Design hit_judge, sky130hd; sources not shown.
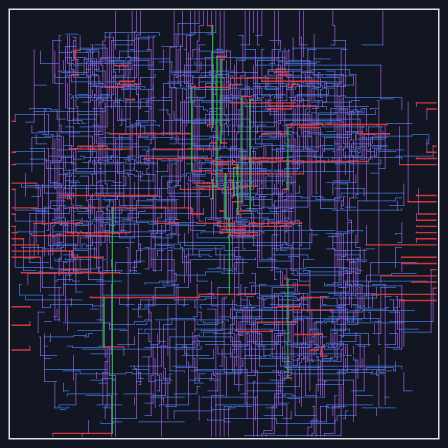
Run 1: wiring by layer
legend:
  blue:
    layer: met1
    wire_length: 4880 um
  purple:
    layer: met2
    wire_length: 5700 um
  red:
    layer: met3
    wire_length: 800 um
  green:
    layer: met4
    wire_length: 280 um
Global Route Usage Sum: 27.8%
DRT Wirelength: 11700 um

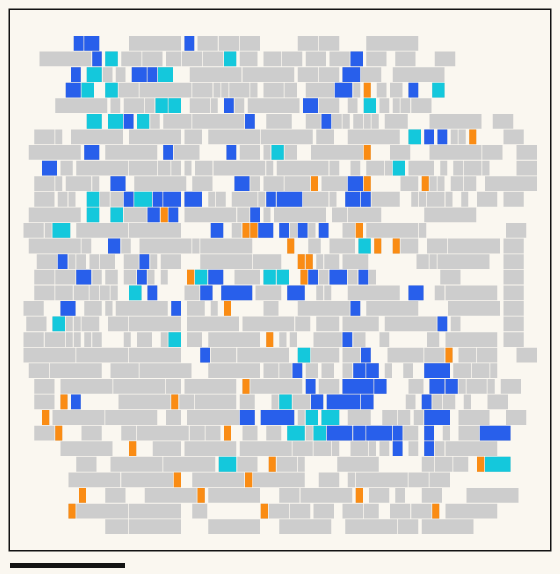
Run 1: logic cells by family
Scale bar: 20 um.
legend:
  blue:
    family: inverting AOI/OAI gates
    cells: 88
    where: all over the die
  cyan:
    family: AND and OR gates
    cells: 36
  orange:
    family: inverters
    cells: 37
Comb/total area: 38.3%
most numerous logic cell after layout: dfrtp_1
post-route insts no fill: 663

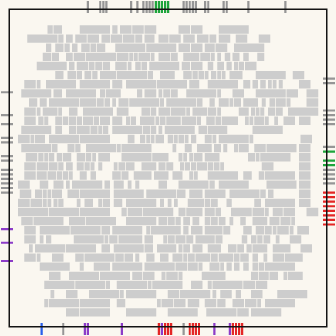
Run 1: I/O pins on the die edge
Pins as bars across the die edge, other pins in grey.
legend:
  green:
    port: `escape_cnt`
    pins: 8
    direction: output
    edge: 5 top, 3 right
  purple:
    port: `keys_n`
    pins: 9
    direction: input
    edge: 6 bottom, 3 left
  red:
    port: `moles`
    pins: 20
    direction: input
    edge: 12 bottom, 8 right
  blue:
    port: `clk`
    pins: 1
    direction: input
    edge: bottom
all pins by edge: 26 top, 22 right, 21 bottom, 16 left
Chip Width: 94.2 um
die height: 94.2 um
IO buf count: 84

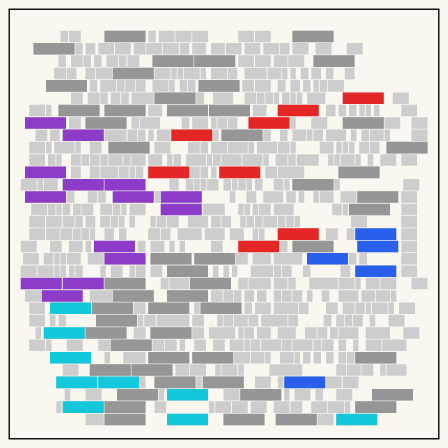
Run 1: where the registers sit
legend:
  purple:
    name_in_the_netlist: `score`
    flops: 14
    where: middle left
  cyan:
    name_in_the_netlist: `sync1_q`
    flops: 9
    where: lower left
  blue:
    name_in_the_netlist: `kill_list`
    flops: 5
    where: middle right
  red:
    name_in_the_netlist: `max_combo`
    flops: 8
not coloured: 53
seq pwr: 0.000419 W
fraction of area in registers: 38.7%
Reg area: 2230 um^2
Core Util, Final: 73.7%

==> CHANGELOG.md, run 1 <==
## Flow update

* Setup ws final at 3960 ps
* Crit path time final at a little over 5000 ps
* Final Total Pwr at 0.000853 W
* Worst Path Required at between 9000 and 10000 ps
* Pre-CTS WS at ~3800 ps
* Cell type with the largest total area: dfrtp_1
* Max frequency at 195 MHz
* Clk slew on worst S/H paths at approximately 100 ps
* Sequential group share of total power at ~49%
* Final Cycle Share at between 50 and 60%
* Clock sinks at around 89
* Cell area after synthesis at approximately 4600 um^2
* CP Max Fanout at 12
* DRT met1 WL at 4880 um
* Final hold vios at 0
* Flop2flop setup slack at around 4000 ps
* CP peak stage delay at 740 ps
* Top-count cell post-synth: dfrtp_1
* Worst path cell trace: and3b_4, o311a_1, o21ai_4, nor2_1, a2bb2oi_2, o211ai_1, nor2_1, o31a_1, inv_1, ha_1, nor2b_1, o21a_1, o21a_1, o21ai_0, a21oi_1, o31ai_2, inv_1, o32ai_1
* Count of library flops with an enable pin at 0
* DP Cell Count at 647
* Largest class: flip-flops and latches
* M1 GR Usage at about two fifths
* Psw at between 0.0002 and 0.0003 W
* Adder share at under 10%
* Ant. Diodes at 0
* Outcome: completed
* Async SR Flop Fraction at 100%
* Area leader share at between 40% and 50%
* Setup TNS Final at 0 ps
* Met3 wire length at ~800 um
* Worst slew margin at between 30% and 40%
* Worst Setup Start Kind: register
* Iteration tally of the first detailed-router pass at 6
* M2 GR Usage at between 40 and 50%
* DR WL/cell at between 15 and 20 um
Run 1, the clock network:
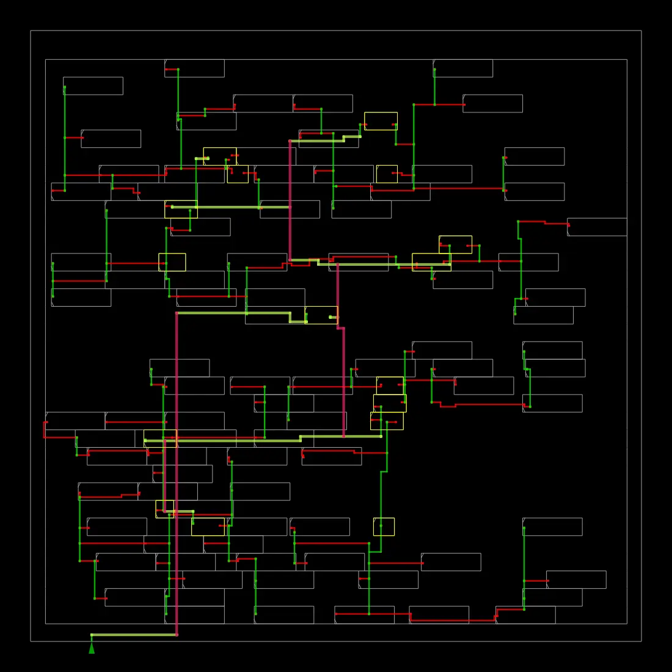

--- run 2 (diff from run 1) ---
--- a/config.mk
+++ b/config.mk
@@ -7,10 +7,10 @@
 export LEC_CHECK = 0
 export CAP_MARGIN = 20
 export CORE_MARGIN = 2
-export CORE_UTILIZATION = 57
+export CORE_UTILIZATION = 53
 export CTS_CLUSTER_SIZE = 14
 export DETAILED_ROUTE_END_ITERATION = 10
-export PLACE_DENSITY = 0.93
+export PLACE_DENSITY = 0.88
 export SLEW_MARGIN = 20
 export SYNTH_ARGS = -nofsm -noshare
 export SYNTH_HDL_FRONTEND = slang
==> constraint.sdc (replaced) <==
create_clock -name clk -period 5.35 [get_ports clk]
set_input_delay 0.535 -clock clk [delete_from_list [all_inputs] [get_ports clk]]
set_output_delay 0.535 -clock clk [all_outputs]
set_load 0.02 [all_outputs]
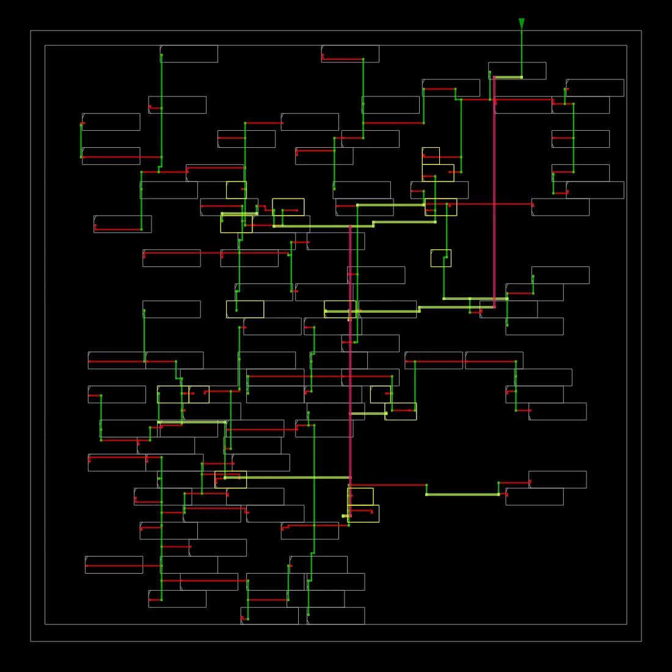
Run 2: the clock network
clock sinks: 89
CTS Buf Count: 9
# clk buffers: 9
worst clock skew: 12.7 ps

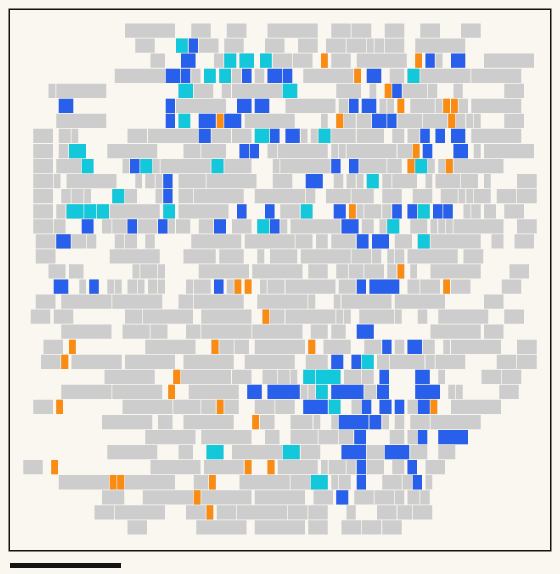
Run 2: logic cells by family
Scale bar: 20 um.
legend:
  cyan:
    family: AND and OR gates
    cells: 36
  orange:
    family: inverters
    cells: 37
    where: all over the die
  blue:
    family: inverting AOI/OAI gates
    cells: 88
post-route insts no fill: 670
Comb/total area: 38.2%

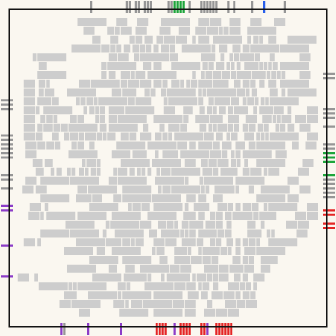
Run 2: I/O pins on the die edge
Pins as bars across the die edge, other pins in grey.
legend:
  blue:
    port: `clk`
    pins: 1
    direction: input
    edge: top
  green:
    port: `escape_cnt`
    pins: 8
    direction: output
    edge: 4 right, 4 top
  red:
    port: `moles`
    pins: 20
    direction: input
    edge: 16 bottom, 4 right
  purple:
    port: `keys_n`
    pins: 9
    direction: input
    edge: 5 bottom, 4 left
all pins by edge: 26 top, 22 bottom, 21 right, 16 left
Chip Width: 97.6 um
die height: 97.6 um

==> run 2 against run 1 <==
Against the previous run:
- critical path type unchanged
- highest routed layer unchanged
- sequential power is about 70% higher
- die area is 7.2% higher
- final area is 0.13% higher
- setup slack worse by 3100 ps
- area after synthesis stayed put
- non-clock buffer count is 1 higher
- sequential cell count stayed put
- synthesized cell count stayed put
- critical path depth is 2 higher
- utilization is 6.6 points lower
- largest power group unchanged
- combinational power is 73% higher
==> CHANGELOG.md, run 2 <==
## Flow update

* Top-count cell post-synth: dfrtp_1
* DR WL/cell at between 15 and 20 um
* Worst Setup Start Kind: register
* Psw at roughly 0.00046 W
* Setup ws final at approximately 830 ps
* First-pass GRT wire length at about 19000 um
* M1 GR Usage at around 32%
* DRT Wirelength at 11200 um
* Iteration tally of the first detailed-router pass at 4
* Critical path's slowest cell: nor2_1
* DRT met1 WL at ~4700 um
* Worst slew margin at between 40 and 50%
* Max clock buf depth at 2
* IO buf count at 84
* Final hold vios at 0
* Most numerous logic cell after layout: dfrtp_1
* Fraction of area in registers at between 30% and 40%
* Cell area after synthesis at 4640 um^2
* Clk slew on worst S/H paths at approximately 100 ps
* Count of library flops with an enable pin at 0
* Setup TNS Final at 0 ps
* CP peak stage delay at roughly 460 ps
* Pre-CTS WS at around 750 ps
* Cell type with the largest total area: dfrtp_1
* Max frequency at about 220 MHz
* Met3 wire length at between 600 and 700 um
* Seq pwr at just over 0.0007 W
* Reg area at about 2200 um^2
* Global Route Usage Sum at 24.2%
* Outcome: completed
* Ant. Diodes at 0
* Flop2flop setup slack at ~830 ps
* DP Cell Count at between 600 and 700
* Area leader share at between 40% and 50%
* Core Util, Final at roughly two thirds
* Final Total Pwr at between 0.001 and 0.0015 W
No activity file was given, so power comes from the tool's default toggle rates.
